==> src/rtl/apb_master_arb.sv <==
// Two-requester APB master: round-robin arbitration, SETUP/ACCESS sequencing,
// PREADY wait states with optional timeout abort, and a registered response.
//
// Ports:
//   PCLK, PRESET                 clock, asynchronous active-high reset
//   reqN_valid/write/addr/wdata  requester N transfer request (N = 0, 1)
//   reqN_done                    one-cycle completion pulse to requester N
//   rsp_rdata, rsp_err           response of the last completed transfer
//   grant, busy                  current bus owner; high in SETUP/ACCESS
//   PSEL..PWDATA, PRDATA..       APB master interface
module apb_master_arb #(
  parameter int AWIDTH  = 4,
  parameter int DWIDTH  = 8,
  parameter int TIMEOUT = 15
) (
  input  logic              PCLK,
  input  logic              PRESET,
  input  logic              req0_valid,
  input  logic              req0_write,
  input  logic [AWIDTH-1:0] req0_addr,
  input  logic [DWIDTH-1:0] req0_wdata,
  output logic              req0_done,
  input  logic              req1_valid,
  input  logic              req1_write,
  input  logic [AWIDTH-1:0] req1_addr,
  input  logic [DWIDTH-1:0] req1_wdata,
  output logic              req1_done,
  output logic [DWIDTH-1:0] rsp_rdata,
  output logic              rsp_err,
  output logic              grant,
  output logic              busy,
  output logic              PSEL,
  output logic              PENABLE,
  output logic              PWRITE,
  output logic [AWIDTH-1:0] PADDR,
  output logic [DWIDTH-1:0] PWDATA,
  input  logic [DWIDTH-1:0] PRDATA,
  input  logic              PREADY,
  input  logic              PSLVERR
);

  typedef enum logic [1:0] {IDLE, SETUP, ACCESS} state_t;

  // Last wait-counter value before abort; unused when TIMEOUT is 0.
  localparam logic [7:0] TLIM =
    (TIMEOUT == 0) ? 8'd0 : 8'(TIMEOUT - 1);

  state_t            state, state_n;
  logic              last_grant, last_grant_n;
  logic [7:0]        wcnt, wcnt_n;
  logic              psel_n, penable_n, pwrite_n;
  logic [AWIDTH-1:0] paddr_n;
  logic [DWIDTH-1:0] pwdata_n, rdata_n;
  logic              done0_n, done1_n, err_n, grant_n;
  logic              el0, el1, win, finish;

  // A requester whose done is high has not yet seen its completion;
  // masking it lets the other side win and enforces alternation.
  assign el0 = req0_valid & ~req0_done;
  assign el1 = req1_valid & ~req1_done;
  assign win = (el0 & el1) ? ~last_grant : el1;

  always_comb begin
    state_n      = state;
    last_grant_n = last_grant;
    wcnt_n       = wcnt;
    psel_n       = PSEL;
    penable_n    = PENABLE;
    pwrite_n     = PWRITE;
    paddr_n      = PADDR;
    pwdata_n     = PWDATA;
    rdata_n      = rsp_rdata;
    err_n        = rsp_err;
    grant_n      = grant;
    done0_n      = 1'b0;
    done1_n      = 1'b0;
    finish       = 1'b0;
    unique case (state)
      IDLE: begin
        psel_n = 1'b0;
        if (el0 | el1) begin
          pwrite_n  = win ? req1_write : req0_write;
          paddr_n   = win ? req1_addr  : req0_addr;
          pwdata_n  = win ? req1_wdata : req0_wdata;
          psel_n    = 1'b1;
          penable_n = 1'b0;
          grant_n   = win;
          state_n   = SETUP;
        end
      end
      SETUP: begin
        penable_n = 1'b1;
        wcnt_n    = 8'd0;
        state_n   = ACCESS;
      end
      ACCESS: begin
        if (PREADY) begin
          err_n = PSLVERR;
          if (!PWRITE) rdata_n = PRDATA;
          finish = 1'b1;
        end else begin
          wcnt_n = wcnt + 8'd1;
          if (TIMEOUT != 0 && wcnt == TLIM) begin
            err_n  = 1'b1;
            finish = 1'b1;
          end
        end
      end
      default: state_n = IDLE;
    endcase
    if (finish) begin
      done0_n      = ~grant;
      done1_n      = grant;
      last_grant_n = grant;
      psel_n       = 1'b0;
      penable_n    = 1'b0;
      state_n      = IDLE;
    end
  end

  always_ff @(posedge PCLK or posedge PRESET) begin
    if (PRESET) begin
      state      <= IDLE;
      last_grant <= 1'b1;
      wcnt       <= 8'd0;
      PSEL       <= 1'b0;
      PENABLE    <= 1'b0;
      PWRITE     <= 1'b0;
      PADDR      <= '0;
      PWDATA     <= '0;
      rsp_rdata  <= '0;
      rsp_err    <= 1'b0;
      grant      <= 1'b0;
      busy       <= 1'b0;
      req0_done  <= 1'b0;
      req1_done  <= 1'b0;
    end else begin
      state      <= state_n;
      last_grant <= last_grant_n;
      wcnt       <= wcnt_n;
      PSEL       <= psel_n;
      PENABLE    <= penable_n;
      PWRITE     <= pwrite_n;
      PADDR      <= paddr_n;
      PWDATA     <= pwdata_n;
      rsp_rdata  <= rdata_n;
      rsp_err    <= err_n;
      grant      <= grant_n;
      busy       <= (state_n != IDLE);
      req0_done  <= done0_n;
      req1_done  <= done1_n;
    end
  end

endmodule

==> config.mk <==
export PLATFORM = sky130hd
export DESIGN_NAME = apb_master_arb
export DESIGN_NICKNAME = d
export VERILOG_FILES = /design/src/rtl/apb_master_arb.sv
export SDC_FILE = /design/constraint.sdc
export NUM_CORES = 1
export LEC_CHECK = 0
export ABC_AREA = 1
export CAP_MARGIN = 25
export CORE_ASPECT_RATIO = 0.5
export CORE_UTILIZATION = 30
export CTS_CLUSTER_DIAMETER = 150
export DETAILED_ROUTE_END_ITERATION = 8
export GPL_TIMING_DRIVEN = 0
export PLACE_DENSITY = 0.57
export SYNTH_ARGS = -nofsm -noshare
export SYNTH_HDL_FRONTEND = slang
export SYNTH_SLANG_ARGS = --single-unit
==> constraint.sdc <==
create_clock -name PCLK -period 1.7 [get_ports PCLK]
set_input_delay 0.17 -clock PCLK [delete_from_list [all_inputs] [get_ports PCLK]]
set_output_delay 0.17 -clock PCLK [all_outputs]
set_load 0.01 [all_outputs]
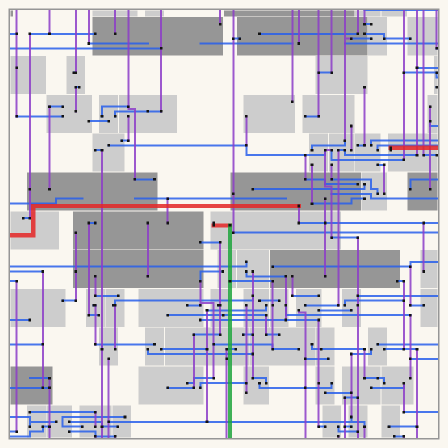
*A small window of the routed layout, run 1*
Window x 43 to 73, y 14 to 44 um. Cells in grey, sequential cells in the stronger grey; small squares are vias.
Purple stands for M2. Blue stands for M1. Red stands for M3. Green stands for M4.
Netlist names of flops here include rsp_rdata (2), state (2). Most frequent: inv_1 (9), nand2_1 (8), dfrtp_1 (7). 53 logic cells have their middle in the window. Sequential cells in the window: 7.

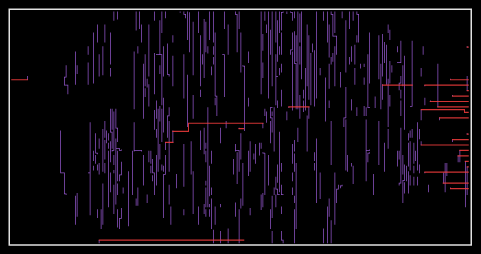
*Routed metal, one colour a layer, run 1*
Scale: 4 px per um. Two of the layers only.
Red stands for M3, wire length 179 um. Purple stands for M2, wire length 2180 um.
GRT Total Usage: 14.2%
DR vias: 1713
drt wl/cell: 11.7 um
Post-Route WL: 4590 um

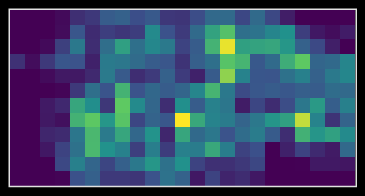
*Signal metal coverage by tile, run 1*
Scale: 3 px per um. 23 x 12 tiles, from dark purple (low) to yellow (high), scaled to the fullest tile. Values are wire area over tile area, all layers added.
16% of the tiles are nearly empty. The mean over all tiles is 0.11. 14% of the tiles are over half the peak. The fullest tile reaches 0.38.

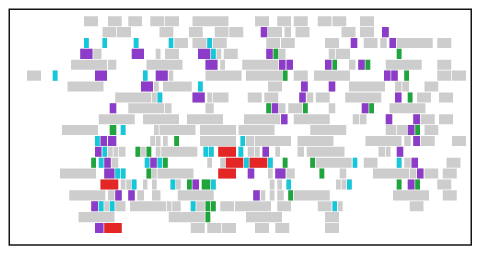
*Gate families picked out, run 1*
Scale: 4 px per um.
Purple stands for aoi and oai cells, cells 50. Red stands for fa/ha/maj cells, cells 6. Cyan stands for inv cells, cells 35. Green stands for nor cells, cells 29.
final non-filler cell total: 393
Commonest Layout Cell: clkdlybuf4s50_1
multi-input logic portion of the cell area: 26.6%

==> results.json, run 1 <==
{
  "grt_max_degree": 40,
  "ys_cells": 229,
  "period_needed_ps": 1570,
  "cts_tree": "built",
  "clock_latency_ps": 270,
  "multiInputGateArea_um2": 758,
  "first_global_vias": 1688,
  "ys_async_sr_fraction_pct": 100,
  "finalNetCount": 350,
  "clkPwrFrac_pct": 19.7,
  "fin_area_um2": 2850,
  "fin_skew_ps": 4.24,
  "ir_drop_uv": 595,
  "largest_area_cell": "dfrtp_1",
  "power.share.combinational_pct": 46.1,
  "enable_flop_cells": 0,
  "die_y_um": 58.6,
  "nFillCells": 599,
  "diodes": 0,
  "p_switching_uw": 1570,
  "outcome": "completed",
  "timing.critical_path.buf_inv": 3,
  "fin_util_pct": 46.6,
  "synth-main-ff-cell": "dfrtp_1",
  "synth_flops": 39,
  "cp-end-kind": "flop",
  "yosys_warnings": 0,
  "crit_fanout": 10,
  "routabilityCongestion": 0.798,
  "place_inst": 384,
  "clk_pin_slew_ps": 60,
  "p_int_uw": 2890,
  "top_area_share_pct": 49.5,
  "max_cap_violations": 0,
  "antenna_found_initial": 0,
  "period_used_pct": 92.5
}
==> run 1: per-layer routing <==
layer / track usage [%] / share of wire [%] / vias to the layer above
li1: - / - / 876
met1: 17.2 / 48 / 805
met2: 25.9 / 47 / 30
met3: 3.40 / 3.9 / 2
met4: 3.53 / 0.59 / 0
met5: 0 / 0 / -
==> run 1: synth_stat cells (2+ instances only) <==
cell	instances
o22ai_1	2
o21ai_0	9
dfrtp_1	38
ha_1	6
nor2_1	28
o21ai_2	8
nand2_2	5
a21oi_1	29
nand3_1	21
buf_2	3
nand2_1	36
buf_4	2
inv_1	35
==> run 1: power by group through the flow <==
stage / registers, uW / clock network (uW) / logic (uW)
after global placement: 1540 / 0 / 2010
after floorplan: 1670 / 0 / 957
final: 1530 / 879 / 2050
after detailed placement: 1550 / 0 / 2050
after CTS: 1540 / 904 / 2050
after global routing: 1580 / 947 / 2280
==> run 1: kinds of logic (layout without fill, tap and decap cells) <==
family | count (synthesis) | count (layout) | synth area share, %
adders and majority gates | 6 | 6 | 3.91
buffers and inverters | 42 | 118 | 10.0
and+or+nand+nor | 92 | 92 | 20.2
AOI/OAI and AO/OA | 50 | 50 | 15.0
DFF | 39 | 39 | 50.9
==> run 1: cells in the final DEF (no fill, tap or decap) <==
cell	instances
clkbuf_16	5
inv_2	1
clkinv_2	1
nor3_1	1
nand2_1	34
nand3_1	21
buf_4	3
buf_12	1
a21boi_0	1
clkdlybuf4s50_1	67
clkbuf_1	2
o31ai_1	1
o22ai_1	2
or2_1	1
buf_2	3
a21oi_1	29
o21ai_0	8
buf_6	1
ha_1	6
inv_1	34
o21ai_1	1
nand2_2	7
dfrtp_1	38
dfstp_2	1
nor2_2	1
nor2_1	27
o21ai_2	8
==> run 1: metrics by stage <==
stage	setup slack [ps]	power, uW	setup TNS [ps]
6_report	128	4460	0
5_1_grt	17.4	4810	0
4_1_cts	120	4490	0
3_5_place_dp	133	3600	0
3_3_place_gp	-305	3550	-11470
2_1_floorplan	269	2630	0
==> run 1: registers in the layout, indices dropped and copies added (netlist names), 2 cells and up <==
name and flops:
wcnt 8, rsp_rdata 8, PWDATA 8, PADDR 4, state 2
==> run 1: area by class of cell <==
| class | instances | share of cell area (%) |
|---|---|---|
| multi-input cells | 148 | 26.6 |
| repair buffers | 68 | 23.8 |
| clock inverters | 1 | 0.175 |
| inverters | 35 | 4.60 |
| flip-flops and latches | 39 | 34.2 |
| well taps | 88 | 3.86 |
| plain buffers | 7 | 2.15 |
| clock buffers | 7 | 4.65 |
==> run 1: worst paths after layout <==
path                           endpoint  slack [ps]  cells after the start
min reg2reg                rsp_rdata[3]         490                      2
max reg2reg                rsp_rdata[6]         130                      8
min                        rsp_rdata[5]         380                      2
min in group PCLK          rsp_rdata[2]         450                      3
max in group asynchronous      PADDR[1]         790                      2
max                        rsp_rdata[6]         130                      8
==> run 1: what timing repair did <==
action / CTS / global route
gates resized: 0 / 4
hold buffers: 0 / 0
setup endpoints to repair: 0 / 7
setup buffers: 0 / 1
==> run 1 -> run 2 <==
- HOLD_SLACK_MARGIN: not set -> 0.12
- TNS_END_PERCENT: not set -> 5
==> run 2 against run 1 <==
Global-route usage stayed put; final cell count shrank 0.25%; clock power is essentially flat; sequential cell count stayed put; highest routed layer unchanged.
==> results.json, run 2 <==
{
  "ir_drop_uv": 607,
  "final_common_cell": "clkdlybuf4s50_1",
  "clock_latency_ps": 270,
  "period_needed_ps": 1550,
  "timing.critical_path.buf_inv": 2,
  "synth_seq_share_pct": 50.9,
  "top_area_share_pct": 49.5,
  "topCellsByArea": "dfrtp_1 (50%), a21oi_1 (7.6%), nand2_1 (7.0%)",
  "largest_area_cell": "dfrtp_1",
  "fin_skew_ps": 4.82,
  "synth_flops": 39,
  "top_cells_by_count": "dfrtp_1 (38), nand2_1 (36), inv_1 (35)",
  "cts_tree": "built",
  "cp.depth": 10,
  "clk_pin_slew_ps": 60,
  "grt_max_degree": 40,
  "hold_buffers": 0,
  "synth-main-ff-cell": "dfrtp_1",
  "grt_use_total_pct": 14.2,
  "yosys_warnings": 0,
  "enable_flop_cells": 0,
  "antenna_found_initial": 0,
  "r2r_slack_ps": 150,
  "top_regs": "PWDATA: 8 flops, rsp_rdata: 8 flops, wcnt: 8 flops",
  "ys_cells": 229,
  "period_used_pct": 91.4,
  "fin_area_um2": 2840,
  "finalNetCount": 349,
  "cp-end-kind": "flop",
  "max_freq_mhz": 644,
  "post_cts_buffers": 0,
  "ys_async_sr_fraction_pct": 100,
  "cts-resized-gates": 0,
  "outcome": "completed",
  "max_cap_violations": 0,
  "crit_fanout": 6,
  "die_y_um": 58.6,
  "reg2reg_depth": 10
}
==> run 2: kinds of logic after synthesis <==
group / after synthesis / synth area share [%]
AOI/OAI and AO/OA: 50 / 15.0
and+or+nand+nor: 92 / 20.2
buffers and inverters: 42 / 10.0
adders and majority gates: 6 / 3.91
DFF: 39 / 50.9
==> run 2: routing by layer <==
| layer | track usage [%] | up-vias | part of all wire (%) | wire (um) |
|---|---|---|---|---|
| met2 | 25.9 | 30 | 47 | 2170 |
| met5 | 0 | - | 0 | 0 |
| met1 | 17.2 | 804 | 48 | 2230 |
| met4 | 3.53 | 0 | 0.59 | 27 |
| li1 | - | 874 | - | - |
| met3 | 3.40 | 2 | 3.9 | 178 |
==> run 2: path summary, 6_finish.rpt <==
| path | to | startpoint |
|---|---|---|
| setup / recovery | wcnt[6] | state[0] |
| hold / removal | rsp_rdata[5] | PRESET |
| setup reg to reg | wcnt[6] | state[0] |
| hold reg to reg | rsp_rdata[3] | rsp_rdata[3] |
| max in group asynchronous | PADDR[1] | PRESET |
| min in group PCLK | rsp_rdata[2] | PRDATA[2] |
==> run 2: final cells by class <==
cell class,instances,area [um^2]
Inverter,35,131
Multi-Input combinational cell,148,753
Timing Repair Buffer,67,671
Tap cell,88,110
Fill cell,601,3290
Clock inverter,1,5.00
Sequential cell,39,977
Clock buffer,7,133
Buffer,7,61.3
==> run 2: through the flow <==
step | cells | total power (uW) | setup slack (ps) | setup TNS, ps
floorplan | 229 | 2630 | 269 | 0
global placement | 384 | 3550 | -305 | -11470
detailed placement | 384 | 3600 | 133 | 0
CTS | 392 | 4490 | 120 | 0
global route | 392 | 4780 | -16.9 | -16.9
finish | 392 | 4430 | 146 | 0
==> run 2: power breakdown <==
group / switching, uW / leakage [uW] / total (uW) / internal, uW
sequential: 213 / 0.000479 / 1530 / 1310
clock: 336 / 0.0000679 / 878 / 542
combinational: 1010 / 0.000776 / 2030 / 1010
total: 1560 / 0.00132 / 4430 / 2870
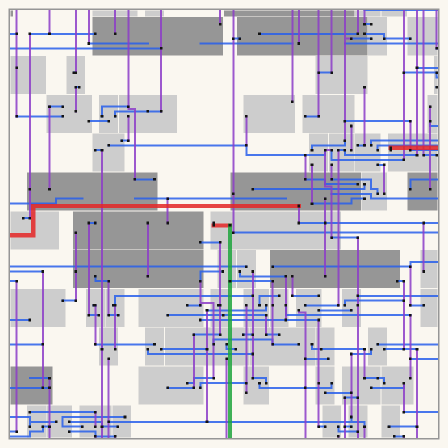
*A small window of the routed layout, run 2*
Window x 43 to 73, y 14 to 44 um. Cells in grey, sequential cells in the stronger grey; small squares are vias.
Red stands for M3. Blue stands for M1. Green stands for M4. Purple stands for M2.
Sequential cells in the window: 7. Netlist names of flops here include rsp_rdata (2), state (2). 53 logic cells have their middle in the window. Most frequent: inv_1 (9), nand2_1 (9), dfrtp_1 (7).

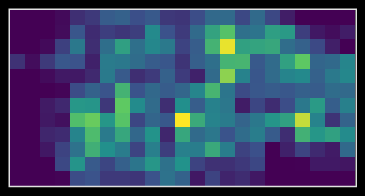
*Signal metal coverage by tile, run 2*
Scale: 3 px per um. 23 x 12 tiles, from dark purple (low) to yellow (high), scaled to the fullest tile. Values are wire area over tile area, all layers added.
15% of the tiles are over half the peak. The fullest tile reaches 0.38. The mean over all tiles is 0.11. 16% of the tiles are nearly empty.
Post-Route WL: 4600 um
drt wl/cell: 11.7 um
DR vias: 1710

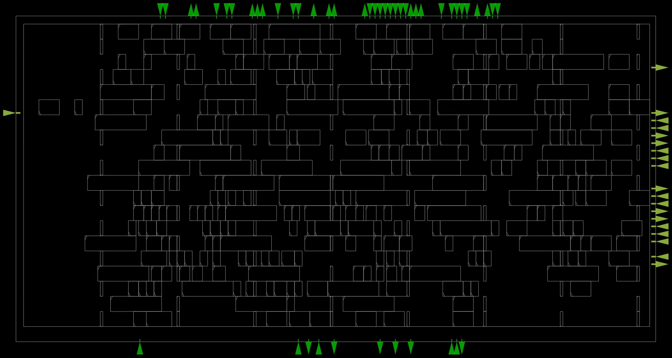
*Cell outlines without signal wires, run 2*
final non-filler cell total: 392
Well Taps: 88

Power and IR drop assume default switching activity.
